### config.mk
export PLATFORM = sky130hd
export DESIGN_NAME = divider_nr_param
export DESIGN_NICKNAME = d
export VERILOG_FILES = /design/src/rtl/divider_nr_param.sv
export SDC_FILE = /design/constraint.sdc
export NUM_CORES = 1
export LEC_CHECK = 0
export CORE_ASPECT_RATIO = 1.25
export CORE_MARGIN = 2
export CORE_UTILIZATION = 45
export CTS_CLUSTER_DIAMETER = 200
export DETAILED_ROUTE_END_ITERATION = 7
export HOLD_SLACK_MARGIN = 0.15
export PLACE_DENSITY_LB_ADDON = 0.15
export SLEW_MARGIN = 20
export SYNTH_ARGS = -nofsm -noshare
export SYNTH_HDL_FRONTEND = slang
export SYNTH_SLANG_ARGS = --single-unit
### constraint.sdc
create_clock -name clock -period 10.6 [get_ports clock]
set_input_delay 2.12 -clock clock [delete_from_list [all_inputs] [get_ports clock]]
set_output_delay 2.12 -clock clock [all_outputs]
set_load 0.01 [all_outputs]
### src/rtl/divider_nr_param.sv
// divider_nr_param: multi-cycle non-restoring integer divider, signed or unsigned.
// A start edge loads the operand magnitudes. WIDTH iterations follow, one per cycle.
// A fix-up cycle then restores the remainder and applies the signs.
// data_resultRDY rises WIDTH+2 edges after the start edge.
// A zero divisor short-circuits to an exception after one edge.
// Optional feature: define DIVIDER_REMAINDER_EN to add the data_remainder port and its
// sign-correction logic; without it only the quotient and exception flag are produced.

module divider_nr_param #(
   parameter int WIDTH = 32
) (
   input  logic             clock,
   input  logic             reset_n,
   input  logic             ctrl_DIV,
   input  logic             is_signed,
   input  logic [WIDTH-1:0] data_operandA,
   input  logic [WIDTH-1:0] data_operandB,
   output logic [WIDTH-1:0] data_result,
`ifdef DIVIDER_REMAINDER_EN
   output logic [WIDTH-1:0] data_remainder,
`endif
   output logic             data_exception,
   output logic             data_resultRDY,
   output logic             busy
);

   localparam int CW = $clog2(WIDTH + 1);
   localparam logic [CW-1:0] LAST_ITER = CW'(WIDTH - 1);

   typedef enum logic [1:0] {IDLE, RUN, FIX, DONE} state_t;

   state_t state;
   state_t state_next;

   // partial remainder is one bit wider so |MIN| and large unsigned divisors never overflow
   logic [WIDTH:0]   p;
   logic [WIDTH-1:0] q;
   logic [WIDTH-1:0] b_mag;
   logic [CW-1:0]    count;
   logic             sign_q;
   logic             div_zero;

   logic [WIDTH-1:0] a_mag;
   logic [WIDTH-1:0] b_abs;
   logic [WIDTH:0]   b_ext;
   logic [WIDTH:0]   p_shift;
   logic [WIDTH:0]   p_step;
   logic [WIDTH-1:0] q_step;
   logic [WIDTH-1:0] q_final;

`ifdef DIVIDER_REMAINDER_EN
   logic [WIDTH-1:0] a_cap;
   logic             sign_r;
   logic [WIDTH-1:0] p_fixed;
   logic [WIDTH-1:0] r_final;
`endif

   // operand magnitudes, one non-restoring step and the quotient sign fix-up
   always_comb begin
      a_mag   = (is_signed && data_operandA[WIDTH-1]) ? -data_operandA : data_operandA;
      b_abs   = (is_signed && data_operandB[WIDTH-1]) ? -data_operandB : data_operandB;
      b_ext   = {1'b0, b_mag};
      p_shift = {p[WIDTH-1:0], q[WIDTH-1]};
      p_step  = p[WIDTH] ? (p_shift + b_ext) : (p_shift - b_ext);
      q_step  = {q[WIDTH-2:0], ~p_step[WIDTH]};
      q_final = sign_q ? -q : q;
   end

`ifdef DIVIDER_REMAINDER_EN
   // remainder restore: the true remainder is in [0, B), so WIDTH bits suffice
   always_comb begin
      p_fixed = p[WIDTH] ? (p[WIDTH-1:0] + b_mag) : p[WIDTH-1:0];
      r_final = sign_r ? -p_fixed : p_fixed;
   end
`endif

   // state register
   always_ff @(posedge clock or negedge reset_n) begin
      if (!reset_n) state <= IDLE;
      else          state <= state_next;
   end

   // next-state logic: a start strobe restarts from any state
   always_comb begin
      state_next = state;
      if (ctrl_DIV) begin
         state_next = RUN;
      end else begin
         case (state)
            IDLE: state_next = IDLE;
            RUN: begin
               if (div_zero)                state_next = DONE;
               else if (count == LAST_ITER) state_next = FIX;
            end
            FIX:     state_next = DONE;
            DONE:    state_next = DONE;
            default: state_next = IDLE;
         endcase
      end
   end

   // output logic
   always_comb begin
      busy = (state != IDLE) && !data_resultRDY;
   end

   // datapath: capture on start, iterate in RUN, finalise in FIX, flag ready in DONE
   always_ff @(posedge clock or negedge reset_n) begin
      if (!reset_n) begin
         p              <= '0;
         q              <= '0;
         b_mag          <= '0;
         count          <= '0;
         sign_q         <= 1'b0;
         div_zero       <= 1'b0;
         data_result    <= '0;
         data_exception <= 1'b0;
         data_resultRDY <= 1'b0;
`ifdef DIVIDER_REMAINDER_EN
         a_cap          <= '0;
         sign_r         <= 1'b0;
         data_remainder <= '0;
`endif
      end else if (ctrl_DIV) begin
         p              <= '0;
         q              <= a_mag;
         b_mag          <= b_abs;
         count          <= '0;
         sign_q         <= is_signed && (data_operandA[WIDTH-1] ^ data_operandB[WIDTH-1]);
         div_zero       <= (data_operandB == '0);
         data_resultRDY <= 1'b0;
`ifdef DIVIDER_REMAINDER_EN
         a_cap          <= data_operandA;
         sign_r         <= is_signed && data_operandA[WIDTH-1];
`endif
      end else begin
         case (state)
            RUN: begin
               if (div_zero) begin
                  data_result    <= '0;
                  data_exception <= 1'b1;
                  data_resultRDY <= 1'b1;
`ifdef DIVIDER_REMAINDER_EN
                  data_remainder <= a_cap;
`endif
               end else begin
                  p     <= p_step;
                  q     <= q_step;
                  count <= count + 1'b1;
               end
            end
            FIX: begin
               data_result    <= q_final;
               data_exception <= 1'b0;
`ifdef DIVIDER_REMAINDER_EN
               data_remainder <= r_final;
`endif
            end
            DONE: begin
               if (!data_resultRDY) data_resultRDY <= 1'b1;
            end
            default: begin
            end
         endcase
      end
   end

endmodule

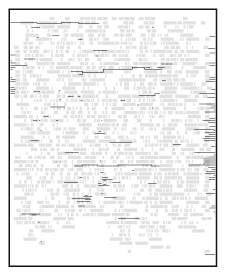
Figure 1: run 1, met3 routing.
Scale: 1.5 px per um.
main direction	horizontal
wire length on this layer	731 um
share of all routed wire	2.9%
longest straight run	22.1 um
nets with wire on the layer	98
Vias: 8670
met3 Use GR: 3.40%
Routed WL: 25.4 mm

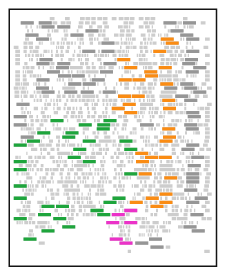
Figure 2: run 1, sequential cells grouped by signal name.
Scale: 1.5 px per um.
netlist name	color	flops
count	magenta	6
q	orange	32
p	green	33

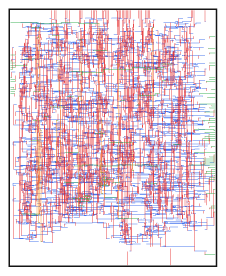
Figure 3: run 1, routed metal, one color a layer.
Scale: 1.5 px per um.
layer	color	wire length
met2	red	13300 um
met1	blue	10500 um
met3	green	731 um
met4	orange	883 um

-- run 1: cells by family (layout without fill, tap and decap cells) --
family | after synthesis | count (layout) | synth area share [%]
AND/OR/NAND/NOR | 399 | 399 | 19.2
AND-OR/OR-AND | 346 | 346 | 20.8
XOR/XNOR | 147 | 147 | 12.9
flip-flops | 141 | 141 | 35.4
buffers and inverters | 85 | 165 | 3.21
adder cells (fa/ha/maj) | 43 | 43 | 5.47
multiplexers | 29 | 29 | 2.96
-- run 1: metal layers --
layer	wire, um	up-vias	track usage, %
met3	730	44	3.40
li1	-	4363	-
met2	13300	161	40.7
met5	0	-	0
met1	10500	4102	26.2
met4	882	0	9.64
==> results.json, run 1 <==
{
  "finalSetupViolations": 0,
  "max_freq_mhz": 214,
  "logic_area_um2": 6130,
  "cp_top_family": "AND-OR/OR-AND gates",
  "finalMaxSlewViolations": 0,
  "cts_inserted_buffers": 17,
  "grt_pass1_wl_mm": 41.6,
  "p_sw_uw": 1130,
  "ir_worst_vdd_uv": 126,
  "fin_nets": 1368,
  "post-synth-top-count-cell": "nand2_1",
  "clock_path_buffers": 2,
  "critPathCaptureType": "flip-flop",
  "yosys-top-cells-area": "dfrtp_1 (35%), xor2_1 (7.0%), a21oi_1 (6.6%), nand2_1 (6.1%), xnor2_1 (5.9%)",
  "timing.rr.end": "p[32]",
  "power-top-group": "combinational logic",
  "ant_nets": 0,
  "top_area_cell": "dfrtp_1",
  "power_density_nw_per_um2": 234,
  "crit_path_start": "b_mag[5]",
  "ios": 103,
  "final_util_pct": 54.5,
  "combPwrFrac_pct": 46.2,
  "fp_nets": 1301,
  "die_x_um": 137,
  "grt_max_degree": 104,
  "min_to": "data_result[26]",
  "dr.pass1.iters": 5,
  "globalplace.congestion": 0.902,
  "slowest_stage": "or4_1",
  "grt_overflow": 0,
  "ff_count": 141,
  "crit_chain": "or4_1 > nor2_1 > nand2_1 > nor2_1 > a21o_1 > a21boi_0 > o21ai_0 > xor2_1 > ha_1 > nand2_1 > o21ai_0 > a211oi_1 > o31ai_1 > a21oi_1 > o21ai_0 > mux2i_1 > o31ai_1",
  "die_h_um": 170,
  "status": "completed",
  "synth_cells": 1190,
  "final-hold-violation-count": 0,
  "clock-skew-final_ns": 0.0209,
  "max_flop_register": "p",
  "comb.multi_input.count": 964,
  "n_all_buffers": 109,
  "grt_pass1_vias": 8311,
  "crit_type": "flip-flop to flip-flop",
  "seq_area_um2": 3530,
  "intPower_uw": 1630,
  "ys_types": 63,
  "n_all_inverters": 24,
  "dieArea_um2": 23400,
  "clkLatencyLatePin_ns": 0.44,
  "comb_area_share_pct": 52.0,
  "endpoint": "p[32]",
  "dp_cells": 1517,
  "worst_pin_slew_ns": 0.945,
  "largest_class": "combinational gates",
  "ys_cells": 1190,
  "buf_share_pct": 9.09,
  "warnings": 32,
  "yosysTopAreaCellShare_pct": 35.4,
  "dpl_cell_area_um2": 11200,
  "fin_cells": 1549,
  "critPathLaunchType": "flip-flop",
  "largest_reg_flops": 33,
  "power.leakage_uw": 0.00488,
  "cap_violations": 0,
  "min_period_ns": 4.67,
  "dpl.hpwl_mm": 18.6,
  "fp_util_pct": 46.1,
  "grt_usage_pct": 22.5,
  "cts_tree": "built",
  "final_common_cell": "nand2_1",
  "slowest_delay_ns": 0.57,
  "ff_type": "dfrtp_1",
  "pg_clk_uw": 639,
  "edf_count": 0,
  "clkCellAreaFrac_pct": 5.27,
  "core_area_um2": 21600,
  "reg2reg_depth": 17,
  "worstPathArrival_ns": 4.95,
  "avgSynthCellArea_um2": 8.37,
  "setup-tns-final_ns": 0,
  "drc": 0,
  "cts_root_buf": "clkbuf_16",
  "layout_top_cells": "nand2_1 (161), dfrtp_1 (140), a21oi_1 (132)",
  "yosysSeqAreaShare_pct": 35.4,
  "worst_path_most_repeated_cell": "o21ai_0",
  "relSlewSlack_pct": 37.0,
  "rows": 60,
  "post_cts_resized": 0,
  "synth_warnings": 0,
  "antenna_cells": 0,
  "cts.sinks": 141,
  "fillers": 2055,
  "n_clock_buffer": 19,
  "ys.flops": 141,
  "post-cts-setup-buffer-count": 0,
  "cp_max_fo": 7,
  "clk_pin_slew_ns": 0.07,
  "vias_per_cell": 5.60,
  "cp_num_cells": 17,
  "antenna_found_initial": 0,
  "io_buffers": 102,
  "seq_area_share_pct": 29.9,
  "r2r_setup_slack_ns": 5.93,
  "holdWs_ns": 0.477,
  "drt_iter0_markers": 372,
  "switching_share_pct": 40.9,
  "rsz0062_at_grt": "false",
  "yosys_area_um2": 9970,
  "seq_cell_power_uw": 845,
  "setup_ws_ns": 5.93,
  "holdPathStages": 2,
  "stdcell_area_um2": 11800,
  "synthArstFlopShare_pct": 100,
  "cts_hold_buffers": 0,
  "tapCellCount": 279,
  "holdCritStartpoint": "data_result[26]",
  "p_comb_uw": 1280,
  "top_cells_by_count": "nand2_1 (161), dfrtp_1 (141), a21oi_1 (132)",
  "r2r_start": "b_mag[5]",
  "fin_crit_sh_pct": 44.1,
  "syn_area_um2": 9970,
  "finalPower_uw": 2760,
  "power_frac_seq_pct": 30.6,
  "drive_gt1_share_pct": 5.59,
  "wl_per_cell_um": 16.4,
  "cp_data_required_time_ns": 10.88,
  "clkPwrFrac_pct": 23.2,
  "critPathBufInv": 0,
  "area_growth_pct": 18.3,
  "htree_levels": 4,
  "hold_path_class": "flip-flop to flip-flop",
  "dp_slack_ns": 5.67
}
==> run 1 -> run 2 <==
==> constraint.sdc (replaced) <==
create_clock -name clock -period 4 [get_ports clock]
set_input_delay 0.8 -clock clock [delete_from_list [all_inputs] [get_ports clock]]
set_output_delay 0.8 -clock clock [all_outputs]
set_load 0.01 [all_outputs]
==> run 2 against run 1 <==
  * Design area up 4.3%
  * Combinational power rose to 2.9 times the previous value
  * Routed wire length up 3.2%
  * Critical path depth down 5
  * Die size unchanged
  * Sequential cell count unchanged
  * Fmax up 23%
  * Highest routed layer unchanged
  * Register-to-register slack worse by 5.7 ns
==> results.json, run 2 <==
{
  "power-top-group": "combinational logic",
  "relSlewSlack_pct": 35.3,
  "slowest_delay_ns": 0.56,
  "fin_crit_sh_pct": 95.1,
  "synth-xor-area-share_pct": 12.9,
  "reg2reg_depth": 12,
  "critPathLaunchType": "flip-flop",
  "grt_overflow": 0,
  "ff_type": "dfrtp_1",
  "drc": 0,
  "synth_cells": 1190,
  "io_buffers": 102,
  "largest_reg_flops": 33,
  "worst_path_most_repeated_cell": "a21oi_1",
  "warnings": 33,
  "clkLatencyLatePin_ns": 0.43,
  "clock_path_buffers": 2,
  "ys_sh_mux_pct": 2.96,
  "slowest_stage": "or4_4",
  "cts.sinks": 141,
  "top_area_cell": "dfrtp_1",
  "clock-skew-final_ns": 0.00923,
  "cp_top_family": "AND-OR/OR-AND gates",
  "logic_area_um2": 6280,
  "core_area_um2": 21600,
  "antenna_cells": 0,
  "highest_layer": "met4",
  "grt_max_degree": 112,
  "power_density_nw_per_um2": 614,
  "status": "completed",
  "crit_chain": "or4_4 > and4bb_4 > a21oi_1 > xor2_1 > ha_1 > nand4_1 > o41ai_1 > buf_4 > a21oi_1 > o31ai_1 > nor4_1 > a211o_1",
  "fin_cells": 1597,
  "setup-tns-final_ns": 0,
  "final_common_cell": "nand2_1",
  "crit_type": "flip-flop to flip-flop",
  "cts_tree": "built",
  "grt_usage_pct": 22.9,
  "layout_top_cells": "nand2_1 (161), dfrtp_1 (140), a21oi_1 (128)",
  "finalMaxSlewViolations": 0,
  "fp_util_pct": 46.1,
  "setup_ws_ns": 0.194,
  "ys.flops": 141,
  "wl_met3_um": 905,
  "wl_mm": 26.2,
  "syn_area_um2": 9970,
  "fin_nets": 1416,
  "final_util_pct": 56.9,
  "endpoint": "p[31]",
  "dpl.hpwl_mm": 19.6,
  "power.leakage_uw": 0.00514,
  "pg_clk_uw": 1610,
  "yosysTopAreaCellShare_pct": 35.4,
  "antenna_found_initial": 0,
  "cap_violations": 0,
  "seq_cell_power_uw": 2220,
  "ys_types": 63,
  "yosysSeqAreaShare_pct": 35.4,
  "final-hold-violation-count": 0,
  "worstPathArrival_ns": 4.11,
  "post_cts_resized": 2,
  "cts_root_buf": "clkbuf_16",
  "worst_pin_slew_ns": 0.970,
  "post-cts-setup-buffer-count": 0,
  "avgSynthCellArea_um2": 8.37,
  "drive_gt1_share_pct": 11.0,
  "dr.pass1.iters": 5,
  "combPwrFrac_pct": 49.3,
  "hold_path_class": "input pin to async pin",
  "die_x_um": 137,
  "dieArea_um2": 23400,
  "clkPwrFrac_pct": 21.3,
  "drt_iter0_markers": 398,
  "rows": 60,
  "ir_worst_vdd_uv": 377,
  "grt_pass1_wl_mm": 42.5,
  "synth_warnings": 0,
  "die_h_um": 170,
  "yosys_area_um2": 9970,
  "power_frac_seq_pct": 29.4,
  "max_flop_register": "p",
  "vias_per_cell": 5.59,
  "wl_met1_mm": 10.5,
  "post-synth-top-count-cell": "nand2_1",
  "p_sw_uw": 3110,
  "r2r_start": "b_mag[7]",
  "crit_path_start": "b_mag[7]",
  "min_period_ns": 3.81,
  "holdWs_ns": 0.418,
  "top_cells_by_count": "nand2_1 (161), dfrtp_1 (141), a21oi_1 (132)",
  "critPathCaptureType": "flip-flop",
  "synth-adder-area-share_pct": 5.47,
  "wl_per_cell_um": 16.4,
  "switching_share_pct": 41.2,
  "critPathBufInv": 1,
  "wl_met2_mm": 13.7,
  "dp_cells": 1562,
  "fillers": 2008,
  "timing.rr.end": "p[31]",
  "synth.comb.largest_family": "AND-OR/OR-AND gates",
  "dpl_cell_area_um2": 11500,
  "finalPower_uw": 7550,
  "cp_max_fo": 9,
  "fp_nets": 1301,
  "dp_slack_ns": -0.103,
  "p_comb_uw": 3720,
  "finalSetupViolations": 0,
  "globalplace.congestion": 0.941,
  "intPower_uw": 4440
}
-- run 2: cell counts after synthesis --
Identical to the previous run, type by type.
-- run 2: cells by family (layout without fill, tap and decap cells) --
| kind of cell | Yosys count | in the layout |
|---|---|---|
| muxes | 29 | 29 |
| DFF | 141 | 141 |
| buffers and inverters | 85 | 213 |
| AOI/OAI and AO/OA | 346 | 346 |
| and+or+nand+nor | 399 | 399 |
| adders and majority gates | 43 | 43 |
| xor gates and xnor gates | 147 | 147 |
-- run 2: cell type report --
type	count	area share [%]
Clock buffer	19	3.60
Clock inverter	13	1.27
Inverter	24	0.733
Multi-Input combinational cell	964	51.1
Sequential cell	141	28.7
Tap cell	279	2.84
Timing Repair Buffer	157	11.8
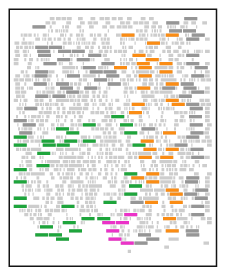
Figure 4: run 2, sequential cells grouped by signal name.
Scale: 1.5 px per um.
netlist name	color	flops
q	orange	32
count	magenta	6
p	green	33

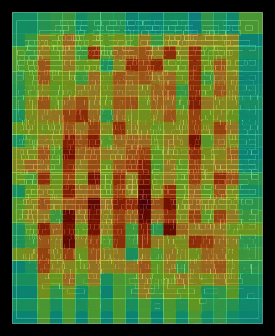
Figure 5: run 2, congestion heat map.
gr busiest metal: met2
grt met1 use: 26.0%
met3 Use GR: 3.54%

Power figures rest on the tool's default switching activity, not on a simulated workload.
